`src/rtl/pulse_gen.sv`:
```
// Long/short pulse/space line-code transmitter: a DEPTH-entry symbol FIFO feeds a run-length engine driving `out`.
// Optional macro PULSE_GEN_IDLE_RTZ_EN forces out low when the engine drops back to idle.
module pulse_gen #(
    parameter int SHORT_LEN = 1,
    parameter int LONG_LEN  = 2,
    parameter int CW        = 4,
    parameter int DEPTH     = 4
) (
    input  logic       clk,
    input  logic       rst_n,
    input  logic       sym_valid,
    input  logic [1:0] sym,
    output logic       sym_ready,
    output logic       out,
    output logic       busy,
    output logic       merge,
    output logic       underrun
);
    localparam int AW = $clog2(DEPTH);
    localparam logic [AW:0]   PTR_ONE    = 1;
    localparam logic [CW-1:0] CNT_ONE    = 1;
    localparam logic [CW-1:0] SHORT_LOAD = CW'(SHORT_LEN - 1);
    localparam logic [CW-1:0] LONG_LOAD  = CW'(LONG_LEN - 1);

    typedef enum logic {IDLE, PLAY} state_t;

    logic [1:0]    mem_q [DEPTH];
    logic [AW:0]   wr_ptr_q, rd_ptr_q;
    logic [AW:0]   wr_ptr_d, rd_ptr_d;
    state_t        state_q;
    logic [CW-1:0] cnt_q;
    logic          out_q, busy_q, merge_q, underrun_q;

    logic          full, empty, push, pop, cnt_zero;
    logic [1:0]    head;
    logic [CW-1:0] load_d;

    // The extra pointer MSB distinguishes a full FIFO from an empty one.
    assign empty    = (wr_ptr_q == rd_ptr_q);
    assign full     = (wr_ptr_q[AW] != rd_ptr_q[AW]) && (wr_ptr_q[AW-1:0] == rd_ptr_q[AW-1:0]);
    assign head     = mem_q[rd_ptr_q[AW-1:0]];
    assign cnt_zero = (cnt_q == '0);
    assign load_d   = head[1] ? LONG_LOAD : SHORT_LOAD;

    assign sym_ready = ~full;
    assign push      = sym_valid & ~full;
    assign pop       = ~empty & ((state_q == IDLE) | cnt_zero);
    assign wr_ptr_d  = push ? wr_ptr_q + PTR_ONE : wr_ptr_q;
    assign rd_ptr_d  = pop  ? rd_ptr_q + PTR_ONE : rd_ptr_q;

    always_ff @(posedge clk) begin
        if (push) begin
            mem_q[wr_ptr_q[AW-1:0]] <= sym;
        end
    end

    always_ff @(posedge clk or negedge rst_n) begin
        if (!rst_n) begin
            wr_ptr_q <= '0;
            rd_ptr_q <= '0;
        end else begin
            wr_ptr_q <= wr_ptr_d;
            rd_ptr_q <= rd_ptr_d;
        end
    end

    always_ff @(posedge clk or negedge rst_n) begin
        if (!rst_n) begin
            state_q    <= IDLE;
            cnt_q      <= '0;
            out_q      <= 1'b0;
            busy_q     <= 1'b0;
            merge_q    <= 1'b0;
            underrun_q <= 1'b0;
        end else begin
            merge_q    <= 1'b0;
            underrun_q <= 1'b0;
            case (state_q)
                IDLE: begin
                    if (!empty) begin
                        state_q <= PLAY;
                        out_q   <= head[0];
                        cnt_q   <= load_d;
                        busy_q  <= 1'b1;
                    end
                end
                PLAY: begin
                    if (!cnt_zero) begin
                        cnt_q <= cnt_q - CNT_ONE;
                    end else if (!empty) begin
                        // Back-to-back load; equal levels fuse into one run on the line.
                        out_q   <= head[0];
                        cnt_q   <= load_d;
                        merge_q <= (head[0] == out_q);
                    end else begin
                        state_q    <= IDLE;
                        busy_q     <= 1'b0;
                        underrun_q <= 1'b1;
`ifdef PULSE_GEN_IDLE_RTZ_EN
                        out_q      <= 1'b0;
`endif
                    end
                end
                default: state_q <= IDLE;
            endcase
        end
    end

    assign out      = out_q;
    assign busy     = busy_q;
    assign merge    = merge_q;
    assign underrun = underrun_q;
endmodule

```
`config.mk`:
```
export PLATFORM = sky130hd
export DESIGN_NAME = pulse_gen
export DESIGN_NICKNAME = d
export VERILOG_FILES = /design/src/rtl/pulse_gen.sv
export SDC_FILE = /design/constraint.sdc
export NUM_CORES = 1
export LEC_CHECK = 0
export CORE_ASPECT_RATIO = 1.2
export CORE_MARGIN = 8
export CORE_UTILIZATION = 30
export CTS_BUF_LIST = sky130_fd_sc_hd__clkbuf_16
export DETAILED_ROUTE_END_ITERATION = 7
export GPL_TIMING_DRIVEN = 0
export HOLD_SLACK_MARGIN = 0.06
export SETUP_SLACK_MARGIN = 0.1
export SLEW_MARGIN = 20
export SYNTH_ARGS = -nofsm -noshare
export SYNTH_HDL_FRONTEND = slang
export SYNTH_SLANG_ARGS = --single-unit
```
`constraint.sdc`:
```
create_clock -name clk -period 1.7 [get_ports clk]
set_input_delay 0.17 -clock clk [delete_from_list [all_inputs] [get_ports clk]]
set_output_delay 0.17 -clock clk [all_outputs]
set_load 0.01 [all_outputs]
```
Fig. 1: run 1, routed clock nets over the placement
The bar under the picture is 20 um long.
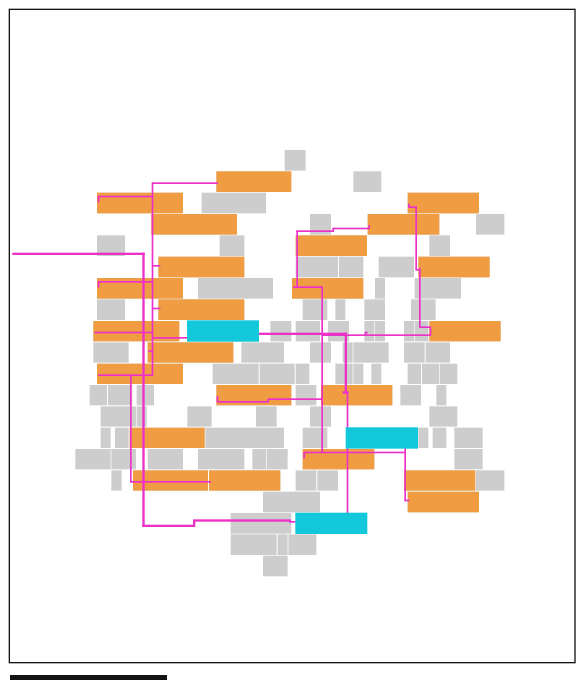
orange -> flip-flops  # count 23
cyan -> clock-net drivers  # count 3
magenta -> clock wires  # length 326 um
routed clock nets = 4

Fig. 2: run 1, placed standard cells
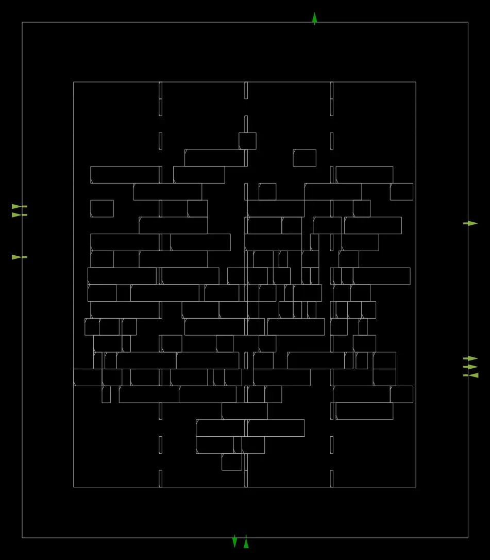
tap cell count: 39
registers: 23
proportion of cell area occupied by registers: 42.58%
Finished Layout Cells: 143
count of standard-cell rows: 24

Fig. 3: run 1, I/O pins on the die edge
Pins as bars across the die edge, other pins in grey.
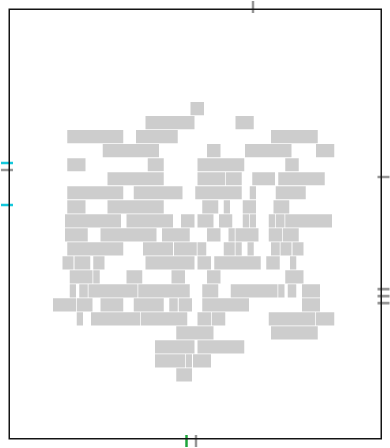
green -> sym_ready  # pins 1, direction output, edge bottom
cyan -> sym  # pins 2, direction input, edge left

==> run notes, run 1 <==
From the run reports.

- In the per-layer breakdown of the detailed-route log, met1 shows 796 um.
- The number of top-level pins is 10.
- The depth of the worst register-to-register path is 6.
- The all-layer global routing usage reads 7.125%.
- The script logs the mean routed wire length per placed instance as between 10 and 15 um.
- Before any placement, the netlist area is recorded as 1125 um^2.
- The switching power as a share of total power is 34.89%.
- CTS added clock buffers totalling 3.
- The first-pass GRT wire length reads 3.325 mm.
- On the reported timing paths, the clock transition at the registers reads 0.06 ns.
- The average via count per standard cell is 4.755.
- The largest individual stage delay along the critical path comes from the cell sky130_fd_sc_hd__dfrtp_1.
- The cell family contributing the most delay on the critical path is flip-flops.
- The worst vdd rail ir drop reads 776.6 uV.
- Per the timing report, the most critical flop-to-flop path finishes at rd_ptr_q[1].
- The antenna violation net count after detailed routing reads 0.
- The pre-placement core utilization is between 30% and 40%.
- The count of buffer and inverter cells on the critical path reads 1.
- The routed layout has 680 vias.
- After synthesis, the most frequently instantiated cells are sky130_fd_sc_hd__dfrtp_1, sky130_fd_sc_hd__edfxtp_1, sky130_fd_sc_hd__inv_1.
- Setup repair after global routing could not meet its margin everywhere.
- The flow ran to the end, and the final reports show no timing, DRC or antenna violations.
- The final period utilization is 90.83%.
- The share of the Yosys chip area taken by registers is 54.73%.
- The via count of the first global-routing pass is 731.
- The clock network latency to the later pin of the worst-skew pair is ~0.25 ns.
- The total iterations of the first detailed-routing run reads 4.
- Looking at the reg2reg group, the worst path starts from cnt_q[0].
- The final critical-path required period is between 1.5 and 2 ns.
- The placer's final routability congestion estimate reads 0.7939.
- The count of hold buffers inserted by post-cts repair is 0.
- Warnings reported by Yosys during synthesis add up to 0.
- The cell type that accounts for the most area after synthesis is sky130_fd_sc_hd__dfrtp_1.
- The slack of the critical path is between 0.15 and 0.2 ns.
- The post-layout utilization of the core is 40.45%.
- The detailed router reports a met3 wire length of 83 um.
- The leakage component of the power was reported as 0.6340 nW.
- The number of nets at floorplan reads 90.
- The highest net fanout along the worst path is 4.
- In the final report, the number of pins over their slew limit comes to 0.
- The post-synth tally of flip-flops with integrated enable is 8.
- Walking the worst path, the cells encountered are inv_1 > ha_1 > nand2b_1 > o21ai_4 > and2_4 > mux2_4.
- The stat command in Yosys gives a chip area of 1125 um^2.
- Relative to the synthesized area, the layout overhead comes to 29.59%.
- The number of H-tree branching levels is 1.
- The part of the power in the clock network is 16.0%.
- The synthesized design devotes to its leading area cell type 33.37% of total area.
- Once detailed placement completed, the half-perimeter wirelength came to 1.316 mm.
- In this run, the combinational gates consume approximately half of the power.
- The clock sink count is 23.
- The synthesis report gives the async set-or-reset register share as 65.22%.
- The classification of the worst setup path reads reg2reg.
- The total area inside the core boundary comes to 3603 um^2.
- The overall die size recorded for this design is 5973 um^2.
- The number of port buffers is 9.
- Once iteration 0 of detailed routing completed, the report listed 16 DRC markers.
- The final-report hold violation count reads 0.
- The final routed DRC violation total reads 0.
- The setup slack at placement reads 0.01769 ns.
- The cell at the root of the clock tree reads sky130_fd_sc_hd__clkbuf_16.
- The number of cell instances after yosys synthesis is 79.
- The internal power is 0.002034 W.
- The final worst clock skew reads between 0.003 and 0.004 ns.
- The maximum cell stage delay along the critical path reads between 0.3 and 0.4 ns.
- Per the slew report, the remaining headroom to the max-slew limit stands at 54.28%.
- The top layer used by detailed routing reads met4.
- The horizontal die size reads 71.90 um.
- The total tool warning count reads 31.
- The final sum of negative setup slack reads 0 ns.
- In the final layout, the share of cells above drive strength 1 is about a third.
- The most critical setup path has its startpoint at cnt_q[0].
- The achievable clock frequency reads 647.6 MHz.
- Entering global routing, the biggest net connects 16 pins.
- The most used flip-flop cell after synthesis is sky130_fd_sc_hd__dfrtp_1.
- The transition time recorded at the tightest slew-check pin is 0.6837 ns.
- A synthesized cell averages 14.24 um^2.
- Looking at the power breakdown, sequential logic takes 32.3% of the total.
- Counting flops and latches in the post-synthesis netlist gives 23.
- The type of the worst min-delay path reads in2async.
- The post-synthesis instance total is approximately 79.
- The register-to-register setup slack reads around 0.16 ns.
- Summed over all nets, the switching power comes to about 0.0011 W.
- The endpoint type of the worst setup path is a flip-flop.
- In this run, distinct cell masters in the synthesized netlist total 32.
- The final number of setup-violating endpoints is 0.
- The power per cell area is roughly 2100 nW/um^2.
- By area the synthesized netlist is led by sky130_fd_sc_hd__dfrtp_1, sky130_fd_sc_hd__edfxtp_1, sky130_fd_sc_hd__ha_1, sky130_fd_sc_hd__mux4_1, sky130_fd_sc_hd__xnor2_2.
- The final routed wirelength across all metal layers reads ~2 mm.
- The wire length on met2 reads 1.046 mm.
- After the last flow step, the layout net total stands at between 100 and 150.
- The signal arrival time at the worst endpoint is 1.68 ns.
- The TritonCTS clock tree is yes.
- Looking at the clock tree report, the maximum root-to-sink buffer count equals 2.
- Summed over all layers, the global routing overflow is 0.
- The antenna diode instance count is 0.
- In this run the vertical extent of the chip is 83.08 um.
- The type of origin of the critical path is a flip-flop.
- The number of antenna violations at the first check in global routing is 0.
- The dominant cell by count in the synthesized netlist reads sky130_fd_sc_hd__dfrtp_1.
- The data required time of the critical path reads 1.84 ns.
- The max capacitance violation total is 0.
## run 1: state kept, by name, summed over array words and instances, names as in the netlist
signal and count:
state_q 1, wr_ptr_q 3, merge 1, underrun 1, cnt_q 4, out 1, mem_q 8, busy 1
rd_ptr_q 3
## run 1: worst max path at each step
stage	end	slack [ns]	cells after the start
after floorplan	out	0.17	6
final	rd_ptr_q[1]	0.16	6
after detailed placement	rd_ptr_q[1]	0.02	6
after global placement	rd_ptr_q[1]	0.04	6
after global routing	rd_ptr_q[1]	0.09	6
after CTS	merge	0.1	4
## run 1: area by class of cell
type	count	area, um^2
inverters	8	30.03
flip-flops and latches	23	620.6
multi-input cells	48	500.5
fillers	362	2146
repair buffers	21	178.9
well taps	39	48.80
clock buffers	3	75.07
clock inverters	1	3.754
## run 1: cell usage in the layout (no fill, tap or decap), types with 3 or more instances in the layout
master,synthesis,routed
sky130_fd_sc_hd__ha_1,6,6
sky130_fd_sc_hd__dfrtp_2,0,4
sky130_fd_sc_hd__clkdlybuf4s50_1,0,8
sky130_fd_sc_hd__edfxtp_1,8,8
sky130_fd_sc_hd__buf_4,0,12
sky130_fd_sc_hd__and2_4,2,3
sky130_fd_sc_hd__clkbuf_16,0,3
sky130_fd_sc_hd__nand2_1,3,3
sky130_fd_sc_hd__dfrtp_1,15,11
sky130_fd_sc_hd__inv_1,8,9
## run 1: metal layers
layer	vias to the layer above	GRT usage [%]
met5	-	0
met4	0	2.793
met3	6	2.885
met2	12	12.46
met1	334	7.271
li1	328	-
## run 1: power by group through the flow
| stage | Sequential, W | Clock [W] | Combinational [W] |
|---|---|---|---|
| 3_5_place_dp | 0.00102 | 0 | 0.00123 |
| 3_3_place_gp | 0.00101 | 0 | 0.00120 |
| 6_report | 0.00101 | 0.000499 | 0.00161 |
| 5_1_grt | 0.00104 | 0.000534 | 0.00178 |
| 4_1_cts | 0.00102 | 0.000514 | 0.00146 |
| 2_1_floorplan | 0.000997 | 0 | 0.000933 |
## run 1: per-stage QoR
stage	hold slack (ns)	total power, W	cell area (um^2)	std cells
final	0.3298	0.003124	1458	143
after global routing	0.4144	0.003350	1458	143
after CTS	0.3674	0.002997	1413	137
after detailed placement	0.5063	0.002256	1267	127
after global placement	0.4813	0.002212	1267	127
after floorplan	-0.1256	0.001929	1129	79
## run 1: cells by family after synthesis
kind of cell	count (synthesis)	share of synthesized area, %
compound gates	10	7.230
xor+xnor	8	8.899
fa+ha+maj	6	6.674
buf+inv	8	2.670
flops	23	54.73
mux	5	8.231
simple gates	19	11.57
## run 1: what timing repair did
item / 4_1_cts / 5_1_grt
pin swaps: 4 / 2
setup endpoints to repair: 4 / 13
resized: 6 / 3
buffers inserted: 6 / 6
==> run 2: changes to the inputs <==
- CTS_CLUSTER_SIZE: default -> 8
- GPL_TIMING_DRIVEN: 0 -> 1
Fig. 4: run 2, placement by cell class
Fill, decap, tap and diode cells in grey.
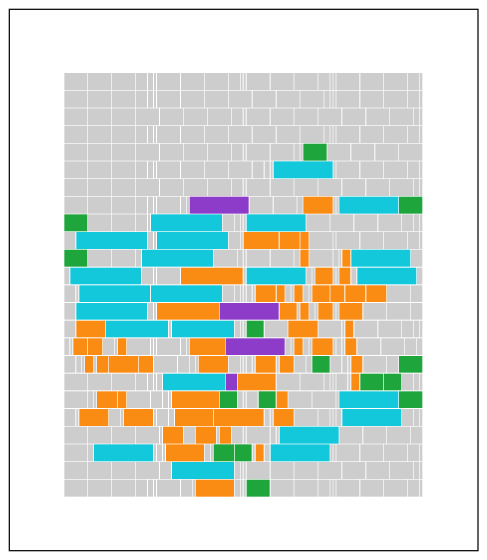
orange -> remaining logic cells  # cells 56, share of their area 38%
cyan -> registers  # cells 23, share of their area 46%
purple -> clock drivers and dummy loads  # cells 4, share of their area 5.9%
green -> remaining buffers and delay cells  # cells 15, share of their area 9.9%

Fig. 5: run 2, wiring by layer
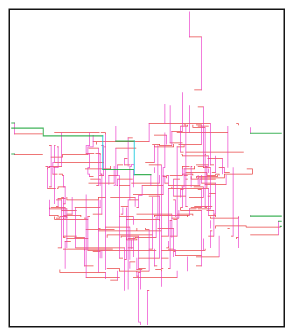
green -> M3  # wire length 61.6 um
magenta -> M2  # wire length 997 um
cyan -> M4  # wire length 17.7 um
red -> M1  # wire length 774 um

==> run 2 against run 1 <==
Net effect:
- final cell count is 4.2% lower
- clock skew is 0.00077 ns higher
- wire length is 6.4% lower
- setup slack better by 0.0083 ns
- sequential power hardly changed
- maximum frequency is 0.54% higher
- first-iteration DRC count went up to 2.8 times the previous value
- hold slack worse by 0.10 ns
- via count is 4.4% lower
- largest cell class unchanged
- core utilization is 1.7 points lower
==> run notes, run 2 <==
From the run reports.

- The run finished with clean final reports.
- The average via count per standard cell is 4.745 (-0.23%).
- The average cell area after synthesis reads 14.24 um^2 (unchanged).
- In this run the critical path is formed by xnor2_2 > buf_4 > a31oi_4 > and2_4.
- The antenna violation net count after detailed routing is 0 (unchanged).
- The area of the multi-input gates is 483.0 um^2 (-3.5%).
- The post-synth tally of flip-flops with integrated enable came to 8 (unchanged).
- The headroom to the max-slew limit reads 83.82% (+30 points).
- The biggest area contributor in the post-synthesis netlist is sky130_fd_sc_hd__dfrtp_1.
- The dominant cell by count in the synthesized netlist is sky130_fd_sc_hd__dfrtp_1.
- The final routed wirelength across all metal layers was 1.849 mm (-6.4%).
- The core box area was 3603 um^2 (unchanged).
- The final routed DRC violation total is 0 (unchanged).
- The fraction of layout instances using a drive strength above 1 reads 27.55% (-5.1 points).
- The largest net degree at the start of global routing is 16 (unchanged).
- The clock network latency to the later pin of the worst-skew pair is 0.25 ns (about the same).
- The fraction of registers with async set/reset was 65.22% (unchanged).
- The slew at the pin with the worst max-slew slack reads 0.2428 ns (-0.4409 ns).
- The cell sitting at the root of the clock tree is a sky130_fd_sc_hd__clkbuf_16.
- The data required time of the critical path is 1.67 ns (-0.17 ns).
- The layout net count reads 110 (-5.2%).
- The synthesized cell area reads 1125 um^2 (unchanged).
- The final worst clock skew is 0.004509 ns (+0.0007659 ns).
- The signal arrival time at the worst endpoint is 1.50 ns (-0.18 ns).
- In the layout the commonest cells are sky130_fd_sc_hd__dfrtp_1, sky130_fd_sc_hd__inv_1, sky130_fd_sc_hd__clkdlybuf4s50_1, sky130_fd_sc_hd__edfxtp_1.
- The final sum of negative setup slack reads 0 ns (unchanged).
- The number of rows in the core area reads 24 (unchanged).
- The first-pass GRT wire length was 3.180 mm (-4.4%).
- The highest net fanout along the worst path is 7 (+3).
- The main area contributors are sky130_fd_sc_hd__dfrtp_1, sky130_fd_sc_hd__edfxtp_1, sky130_fd_sc_hd__ha_1, sky130_fd_sc_hd__mux4_1, sky130_fd_sc_hd__xnor2_2.
- The pre-placement core utilization is 31.22% (unchanged).
- The worst vdd rail ir drop is 763.8 uV (-1.6%).
- The leakage component of the power reads 0.6034 nW (-4.8%).
- The TritonCTS clock tree is yes.
- From synthesis to final layout, the design area changed by 24.14%.
- The total half-perimeter wirelength after legalization and detailed placement is 1.382 mm (+5.0%).
- The register-to-register setup slack is 0.16 ns (about the same).
- The number of cell instances after yosys synthesis is 79 (unchanged).
- The number of top-level pins reads 10 (unchanged).
- The all-layer global routing usage is 6.681% (-0.44 points).
- The final critical-path required period is 1.536 ns (-0.008275 ns).
- The sequential cell area fraction in the yosys report came to 54.73% (unchanged).
- Ranked by instance count, the synthesized netlist is headed by sky130_fd_sc_hd__dfrtp_1, sky130_fd_sc_hd__edfxtp_1, sky130_fd_sc_hd__inv_1.
- The maximum clock path buffer count reads 2 (unchanged).
- The flip-flop count of the largest register after layout came to 8 (unchanged).
- The post-layout instance area was 1396 um^2 (-4.2%).
- The total global routing overflow is 0 (unchanged).
- The endpoint type of the worst setup path reads a flip-flop.
- The final number of setup-violating endpoints reads 0 (unchanged).
- The clock-pin slew on the worst setup and hold paths is 0.06 ns (about the same).
- The total die area came to 5973 um^2 (unchanged).
- The most common flop cell mapped by yosys is sky130_fd_sc_hd__dfrtp_1.
- The maximum cell stage delay along the critical path is 0.44 ns (+0.05 ns).
- The count of hold buffers inserted by post-cts repair reads 0 (unchanged).
- The max-slew violation total from the final report came to 0 (unchanged).
- The final-report hold violation count is 0 (unchanged).
- The antenna diode instance count reads 0 (unchanged).
- The highest-delay cell along the critical path is sky130_fd_sc_hd__dfrtp_1.
- The number of H-tree branching levels is 1 (unchanged).
- The via count of the first global-routing pass reads 721 (-1.4%).
- Setup repair after global routing left no endpoint under its margin.
- The yosys stat chip area is 1125 um^2 (unchanged).
- According to the hold report, the worst path is of the in2async type.
- The placement-stage cell area was 1290 um^2 (+1.8%).
- The count of warnings emitted by yosys is 0 (unchanged).
- The placer's final routability congestion estimate reads 0.7732 (-2.6%).
- The synthesis-stage register bit count reads 23 (unchanged).
- The power per cell area is 2075 nW/um^2 (-3.2%).
- The number of antenna violations at the first check in global routing is 0 (unchanged).
- The number of nets at floorplan came to 90 (unchanged).
- The type of origin of the critical path reads a flip-flop.
- The number of distinct standard cells referenced by the synthesized netlist reads 32 (unchanged).
- The clock sink count is 23 (unchanged).
- The total via count after detailed routing is 650 (-4.4%).
- The flip-flop and latch area is 620.6 um^2 (unchanged).
- The max capacitance violation total is 0 (unchanged).
- The area share of the leading cell type in the synthesized netlist is 33.37% (unchanged).
- The library cell used most frequently in the layout, excluding fill and tap cells, is sky130_fd_sc_hd__dfrtp_1.
- The classification of the worst setup path reads reg2reg.
- The post-synthesis instance total reads 79 (unchanged).
Fig. 6: run 2, I/O pins on the die edge
Pins as bars across the die edge, other pins in grey.
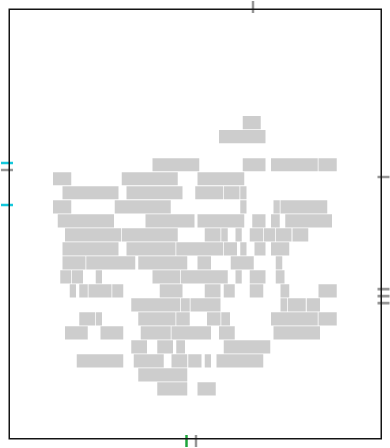
horizontal die dimension: 71.90 um
overall die height: 83.08 um
number of I/O port buffers: 9

[run 2: cell counts after synthesis]
No cell type changed its count.
[run 2: logic make-up after synthesis]
logic type	synth area share, %
simple gates	11.57
buf+inv	2.670
compound gates	7.230
xor+xnor	8.899
flops	54.73
fa+ha+maj	6.674
mux	8.231
[run 2: metal layers]
layer / routed length [um] / share of wire, % / track usage (%) / vias to the layer above
met5: 0 / 0 / 0 / -
met4: 17 / 0.92 / 2.793 / 0
met3: 61 / 3.3 / 1.803 / 4
met2: 997 / 54 / 11.63 / 9
met1: 773 / 42 / 7.338 / 324
li1: - / - / - / 313
[run 2: metrics by stage]
| stage | hold WS [ns] | std cells | utilization (%) | setup WS, ns | power [W] |
|---|---|---|---|---|---|
| 3_3_place_gp | 0.4835 | 130 | 35.80 | 0.1300 | 0.002272 |
| 2_1_floorplan | -0.1256 | 79 | - | 0.1742 | 0.001929 |
| 3_5_place_dp | 0.5031 | 130 | 35.80 | 0.1239 | 0.002313 |
| 4_1_cts | 0.2317 | 137 | 38.75 | 0.1563 | 0.002937 |
| 5_1_grt | 0.2545 | 137 | 38.75 | 0.1036 | 0.003112 |
| 6_report | 0.2254 | 137 | 38.75 | 0.1642 | 0.002897 |
[run 2: critical path, delay by kind of cell (launching register included)]
kind | cells | cell delay (ns)
xor+xnor | 1 | 0.17
compound gates | 1 | 0.26
buf+inv | 1 | 0.16
flops | 1 | 0.44
simple gates | 1 | 0.22
[run 2: area by class of cell]
cell class | instances | share of cell area [%]
Clock inverter | 1 | 0.3584
Tap cell | 39 | 3.495
Clock buffer | 3 | 5.376
Multi-Input combinational cell | 48 | 34.59
Sequential cell | 23 | 44.44
Inverter | 8 | 2.151
Timing Repair Buffer | 15 | 9.588
[run 2: power breakdown]
part | internal, W | switching [W] | leakage [nW]
Sequential | 0.000805 | 0.000219 | 0.249
Combinational | 0.000757 | 0.000615 | 0.314
Clock | 0.000316 | 0.000185 | 0.0409
Total | 0.00188 | 0.00102 | 0.603
[run 2: final timing paths]
| check | from | end | cells past startpoint |
|---|---|---|---|
| min in group clk | busy | busy | 2 |
| max reg2reg | wr_ptr_q[0] | mem_q[3][1] | 4 |
| max | wr_ptr_q[0] | mem_q[3][1] | 4 |
| min reg2reg | busy | busy | 2 |
| min | rst_n | underrun | 2 |
| max in group asynchronous | rst_n | rd_ptr_q[0] | 2 |
[run 2: what timing repair did]
item                                    in CTS  in global routing
gates resized                                5                  0
endpoints found under the setup margin       1                  0
buffers inserted                             3                  0
Power and IR drop assume default switching activity.
